<file path="src/rtl/pcr_sfp_pkg.sv">
// Shared constants, FSM encoding and delay-line entry for the egress PCR amend path.
package pcr_sfp_pkg;

    localparam int unsigned ETH_HDR_LEN = 14;
    localparam int unsigned UDP_HDR_LEN = 8;
    localparam int unsigned TS_PKT_LEN  = 188;
    localparam int unsigned PCR_EXT_MOD = 300;
    localparam int unsigned BYTE_IDX_W  = 11;
    localparam int unsigned TS_IDX_W    = 8;
    localparam int unsigned DELAY_LEN   = 7;
    localparam int unsigned BASE_W      = 33;
    localparam int unsigned EXT_W       = 9;
    localparam int unsigned CNT_W       = 16;
    localparam int unsigned PCR_W       = 48;

    localparam logic [7:0] TS_SYNC = 8'h47;

    // Parser state names the TS byte currently presented on the input.
    typedef enum logic [3:0] {
        ST_IDLE,
        ST_HDR1,
        ST_HDR2,
        ST_HDR3,
        ST_AFLEN,
        ST_AFFLAG,
        ST_PCR0,
        ST_PCR1,
        ST_PCR2,
        ST_PCR3,
        ST_PCR4,
        ST_PCR5
    } pcr_state_e;

    // One byte slot of the fixed-latency delay line.
    typedef struct packed {
        logic [7:0] data;
        logic       en;
        logic       good;
        logic       bad;
    } dl_entry_t;

endpackage

</file>
<file path="src/rtl/pcr_time_add.sv">
// Adds a 33-bit base / mod-300 extension time onto a PCR value.
module pcr_time_add
    import pcr_sfp_pkg::*;
(
    input  logic [BASE_W-1:0] base_old_i,
    input  logic [EXT_W-1:0]  ext_old_i,
    input  logic [BASE_W-1:0] base_add_i,
    input  logic [EXT_W-1:0]  ext_add_i,
    output logic [BASE_W-1:0] base_new_o,
    output logic [EXT_W-1:0]  ext_new_o,
    output logic              ext_invalid_o
);

    logic [EXT_W:0] ext_sum_c;
    logic           carry_c;

    // Extension sum with carry into the base when it reaches the modulus.
    always_comb begin
        ext_invalid_o = (ext_old_i >= EXT_W'(PCR_EXT_MOD));
        ext_sum_c     = {1'b0, ext_old_i} + {1'b0, ext_add_i};
        carry_c       = (ext_sum_c >= (EXT_W + 1)'(PCR_EXT_MOD));
        ext_new_o     = carry_c ? EXT_W'(ext_sum_c - (EXT_W + 1)'(PCR_EXT_MOD))
                                : ext_sum_c[EXT_W-1:0];
        base_new_o    = base_old_i + base_add_i + BASE_W'(carry_c);
    end

endmodule

</file>
<file path="src/rtl/pcr_amend_back_sfp.sv">
// Egress PCR amend: adds the departure time back onto every PCR in UDP/TS frames.
module pcr_amend_back_sfp
    import pcr_sfp_pkg::*;
(
    input  logic              clk,
    input  logic              rst,
    input  logic [7:0]        pcr_din,
    input  logic              pcr_din_en,
    input  logic              good_frame_in,
    input  logic              bad_frame_in,
    input  logic [BASE_W-1:0] pcr_base_cnt,
    input  logic [EXT_W-1:0]  pcr_ext_cnt,
    output logic [7:0]        pcr_dout,
    output logic              pcr_dout_en,
    output logic              good_frame_out,
    output logic              bad_frame_out,
    output logic [CNT_W-1:0]  pcr_amend_cnt,
    output logic [CNT_W-1:0]  pcr_err_cnt
);

    pcr_state_e state_q, state_d;

    logic [BYTE_IDX_W-1:0] byte_idx_q, byte_idx_d;
    logic [BYTE_IDX_W-1:0] hdr_end_q, hdr_end_d;
    logic [TS_IDX_W-1:0]   ts_idx_q, ts_idx_d;
    logic [BASE_W-1:0]     base_hold_q, base_hold_d;
    logic [EXT_W-1:0]      ext_hold_q, ext_hold_d;
    logic [CNT_W-1:0]      amend_cnt_q, amend_cnt_d;
    logic [CNT_W-1:0]      err_cnt_q, err_cnt_d;

    dl_entry_t [DELAY_LEN-1:0] dl_q, dl_d;

    logic                payload_c;
    logic [TS_IDX_W-1:0] ts_pos_c;
    logic                rewrite_c;
    logic [PCR_W-1:0]    pcr_word_c;
    logic [PCR_W-1:0]    pcr_new_c;
    logic [BASE_W-1:0]   base_new_c;
    logic [EXT_W-1:0]    ext_new_c;
    logic                ext_invalid_c;

    // Current byte position: payload only once this frame's IHL has been latched.
    always_comb begin
        payload_c  = pcr_din_en && (byte_idx_q > BYTE_IDX_W'(ETH_HDR_LEN))
                     && (byte_idx_q >= hdr_end_q);
        ts_pos_c   = (byte_idx_q == hdr_end_q) ? '0 : ts_idx_q;
        rewrite_c  = pcr_din_en && (state_q == ST_PCR5);
        pcr_word_c = {dl_q[4].data, dl_q[3].data, dl_q[2].data,
                      dl_q[1].data, dl_q[0].data, pcr_din};
        pcr_new_c  = {base_new_c, pcr_word_c[EXT_W+5:EXT_W], ext_new_c};
    end

    pcr_time_add u_time_add (
        .base_old_i    (pcr_word_c[PCR_W-1:PCR_W-BASE_W]),
        .ext_old_i     (pcr_word_c[EXT_W-1:0]),
        .base_add_i    (base_hold_q),
        .ext_add_i     (ext_hold_q),
        .base_new_o    (base_new_c),
        .ext_new_o     (ext_new_c),
        .ext_invalid_o (ext_invalid_c)
    );

    // Parser next state; any gap in byte valid drops back to IDLE.
    always_comb begin
        state_d = state_q;
        if (!pcr_din_en) begin
            state_d = ST_IDLE;
        end else begin
            case (state_q)
                ST_IDLE:   if (payload_c && ts_pos_c == '0 && pcr_din == TS_SYNC) state_d = ST_HDR1;
                ST_HDR1:   state_d = ST_HDR2;
                ST_HDR2:   state_d = ST_HDR3;
                ST_HDR3:   state_d = pcr_din[5] ? ST_AFLEN : ST_IDLE;
                ST_AFLEN:  state_d = (pcr_din != 8'h00) ? ST_AFFLAG : ST_IDLE;
                ST_AFFLAG: state_d = pcr_din[4] ? ST_PCR0 : ST_IDLE;
                ST_PCR0:   state_d = ST_PCR1;
                ST_PCR1:   state_d = ST_PCR2;
                ST_PCR2:   state_d = ST_PCR3;
                ST_PCR3:   state_d = ST_PCR4;
                ST_PCR4:   state_d = ST_PCR5;
                default:   state_d = ST_IDLE;
            endcase
        end
    end

    // Byte/TS position tracking, departure-time capture and counters.
    always_comb begin
        byte_idx_d  = '0;
        hdr_end_d   = hdr_end_q;
        ts_idx_d    = '0;
        base_hold_d = base_hold_q;
        ext_hold_d  = ext_hold_q;
        amend_cnt_d = amend_cnt_q;
        err_cnt_d   = err_cnt_q;
        if (pcr_din_en) begin
            byte_idx_d = (byte_idx_q == '1) ? byte_idx_q : byte_idx_q + BYTE_IDX_W'(1);
            if (byte_idx_q == BYTE_IDX_W'(ETH_HDR_LEN)) begin
                hdr_end_d = BYTE_IDX_W'(ETH_HDR_LEN + UDP_HDR_LEN)
                            + {5'd0, pcr_din[3:0], 2'b00};
            end
        end
        if (payload_c) begin
            ts_idx_d = (ts_pos_c == TS_IDX_W'(TS_PKT_LEN - 1)) ? '0
                                                               : ts_pos_c + TS_IDX_W'(1);
        end
        if (pcr_din_en && state_q == ST_PCR0) begin
            base_hold_d = pcr_base_cnt;
            ext_hold_d  = pcr_ext_cnt;
        end
        if (rewrite_c) begin
            if (ext_invalid_c) err_cnt_d   = err_cnt_q + CNT_W'(1);
            else               amend_cnt_d = amend_cnt_q + CNT_W'(1);
        end
    end

    // Delay line shift with in-place overwrite of all six PCR bytes.
    always_comb begin
        dl_d = {dl_q[DELAY_LEN-2:0], dl_entry_t'({pcr_din, pcr_din_en, good_frame_in, bad_frame_in})};
        if (rewrite_c && !ext_invalid_c) begin
            dl_d[5].data = pcr_new_c[47:40];
            dl_d[4].data = pcr_new_c[39:32];
            dl_d[3].data = pcr_new_c[31:24];
            dl_d[2].data = pcr_new_c[23:16];
            dl_d[1].data = pcr_new_c[15:8];
            dl_d[0].data = pcr_new_c[7:0];
        end
    end

    // Parser state register.
    always_ff @(posedge clk) begin
        if (!rst) state_q <= ST_IDLE;
        else      state_q <= state_d;
    end

    // Datapath registers.
    always_ff @(posedge clk) begin
        if (!rst) begin
            byte_idx_q  <= '0;
            hdr_end_q   <= '0;
            ts_idx_q    <= '0;
            base_hold_q <= '0;
            ext_hold_q  <= '0;
            amend_cnt_q <= '0;
            err_cnt_q   <= '0;
            dl_q        <= '0;
        end else begin
            byte_idx_q  <= byte_idx_d;
            hdr_end_q   <= hdr_end_d;
            ts_idx_q    <= ts_idx_d;
            base_hold_q <= base_hold_d;
            ext_hold_q  <= ext_hold_d;
            amend_cnt_q <= amend_cnt_d;
            err_cnt_q   <= err_cnt_d;
            dl_q        <= dl_d;
        end
    end

    assign pcr_dout       = dl_q[DELAY_LEN-1].data;
    assign pcr_dout_en    = dl_q[DELAY_LEN-1].en;
    assign good_frame_out = dl_q[DELAY_LEN-1].good;
    assign bad_frame_out  = dl_q[DELAY_LEN-1].bad;
    assign pcr_amend_cnt  = amend_cnt_q;
    assign pcr_err_cnt    = err_cnt_q;

endmodule

</file>
<file path="config.mk">
export PLATFORM = sky130hd
export DESIGN_NAME = pcr_amend_back_sfp
export DESIGN_NICKNAME = d
export VERILOG_FILES = /design/src/rtl/pcr_sfp_pkg.sv /design/src/rtl/pcr_time_add.sv /design/src/rtl/pcr_amend_back_sfp.sv
export SDC_FILE = /design/constraint.sdc
export NUM_CORES = 1
export LEC_CHECK = 0
export CORE_ASPECT_RATIO = 1.1
export CORE_MARGIN = 1.5
export CORE_UTILIZATION = 57
export CTS_BUF_LIST = sky130_fd_sc_hd__clkbuf_16
export CTS_CLUSTER_SIZE = 20
export DETAILED_ROUTE_END_ITERATION = 6
export PLACE_DENSITY = 0.84
export SLEW_MARGIN = 10
export SYNTH_ARGS = -nofsm -noshare
export SYNTH_HDL_FRONTEND = slang
export SYNTH_SLANG_ARGS = --single-unit
</file>
<file path="constraint.sdc">
create_clock -name clk -period 8.29 [get_ports clk]
set_clock_uncertainty 0.2 [all_clocks]
set_input_delay 2.487 -clock clk [delete_from_list [all_inputs] [get_ports clk]]
set_output_delay 2.487 -clock clk [all_outputs]
set_load 0.005 [all_outputs]
</file>
==> run notes <==
Update from the flow run.

The run finished with clean final reports. Summing the sequential cell areas from Yosys gives 39.4% of the chip area. The hold-fix buffer count after cts is 0. The synthesized netlist occupies a cell area of 9150 µm². The report lists the number of cells resized after CTS as 0. The design draws 1730 µW. The power of the combinational group is 88.8 µW. Across all checked pins, the minimum headroom to the slew limit is 40.7%. The biggest area contributor in the post-synthesis netlist is dfxtp_1. In the layout the commonest cells are dfxtp_1 (180), nand2_1 (178), a21oi_1 (121), clkdlybuf4s50_1 (97), nor2_1 (87). The number of antenna violations at the first check in global routing came to 0. VDD sags by at most 0.149 mV. The share of Yosys cell area claimed by the top area cell type is 39.4%. The data arrival time reported for the critical path is between 7 and 8 ns. After synthesis, the cell types taking the most area are dfxtp_1 (39%), ha_1 (7.5%), nand2_1 (7.3%). The starting density of the core is 58.3%. Per the detailed-route log, wirelength across all metal layers totals just over 20000 µm. The placed instance count is about 1400. The count of inserted antenna diode cells is 0. The cell-mix breakdown from Yosys lists the adder-cell area share as 8.18%. The post-synthesis share of cell area spent on and-or and or-and gates is 17.8%. Note, the detailed placer reported a final HPWL of between 10000 and 15000 µm.

Per STA, the worst path accumulates the most delay in the family AND-OR/OR-AND gates. The count of pins on the block boundary is approximately 98. In this run the core area contains 48 standard-cell rows. The startpoint of the worst setup timing path is pcr_din[0]. Multi-input gates account for 48.0% of the area. The largest stage delay on the critical path is a little under 0.6 ns. The final worst-path setup slack is 0.955 ns.

The start of the worst register-to-register path is ext_hold_q[1]. In the layout the tool counted multi-input logic cells amounting to 832. Wire segments on met2 add up to 9960 µm in the final route. On met1, the global router reports a usage of 32.2%. The remaining antenna violation count after routing is 0.

Per the layout report, the design carries 106 non-clock buffers. By instance count after routing, the leading logic cell type is dfxtp_1. The area added between synthesis and finish is 17.5%. The first global-routing pass estimated 34200 µm of wire.

The start point of the worst min-delay path is dl_d[35]. Per the run summary, max-cap violations total 0. For the worst setup path, the data required time is 8.44 ns. In the synthesized netlist, the cells that appear most often are dfxtp_1 (180), nand2_1 (178), a21oi_1 (121), nor2_1 (87), ha_1 (55). In the final layout, flip-flops and latches occupy 3600 µm². Clock tree synthesis selected as its root buffer the cell clkbuf_16. In the final layout, flip-flops and latches take up around a third of the cell area. The critical path is of the in -> reg type. The buffer levels on the longest clock path is 2. Counting endpoints that fail hold in the final report gives 0. The multi-input combinational cells in the finished layout cover a total of approximately 5200 µm².

The sum of negative setup slack is 0 ns. The buffer share of cell area is 9.66%. Per report_power, the sequential group accounts for 50.6% of the total.

Synthesis produced a netlist with a net count of 1218. The post-synth tally of flip-flops with integrated enable is 0. The chip occupies 16800 µm². The worst hold path stage count is 1. Clock cells make up a little over 5% of the layout cell area. The group drawing the most power is registers.

The capture instance of the worst register-to-register path is dl_q[50]. The fraction of power spent switching nets is 23.1%. The residual DRC count is 0. After detailed routing, the wire length on met1 is 9060 µm.

The most frequent cell on the critical path is fa_1. In the Yosys report the total cell count is 1105. The clock latency on the worst-skew pair is roughly 0.43 ns. The routed layout has 7880 vias.

Per the OpenROAD timing report, the critical path contains 21 cells. The layout has 36 inverters outside the clock class. The chip area line in the Yosys stat output reads 9150 µm². In the synthesized netlist, the number of instances is 1105. Per the summary, power density relative to cell area is approximately 160 nW/µm². The dominant kind of combinational cell is simple AND/OR/NAND/NOR gates. The slack of the worst reg-to-reg path is ~3.3 ns. After Yosys synthesis, XOR and XNOR cells account for 6.40% of the synthesized area.
Fig. 1: register map, names as in the netlist
Other sequential cells in the stronger gray, the rest of the logic in the fainter gray.
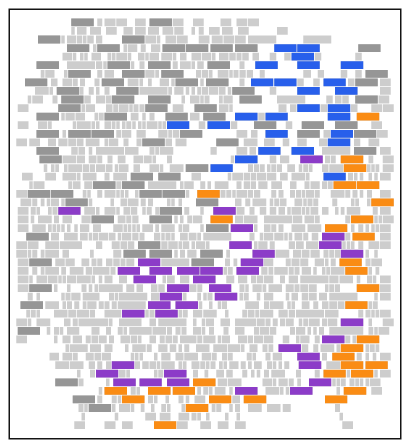
legend:
  purple:
    signal: dl_q
    placed_flops: 40
  orange:
    signal: base_hold_q
    placed_flops: 33
  blue:
    signal: dl_d
    placed_flops: 26
    where: upper right
not colored: 81
utilization after layout: 68.6%
power dissipated in sequential cells: 878 µW

Fig. 2: cell placement
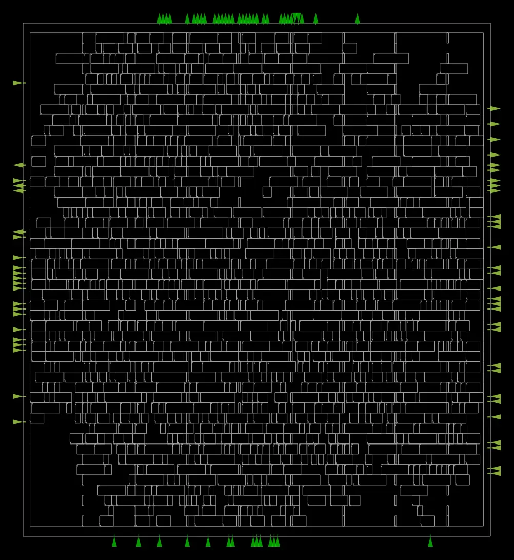
registers: 180
Floorplan Core Area: 15700 µm²
Finished Layout Cells: 1386

Power is estimated from default activity; no workload was simulated.
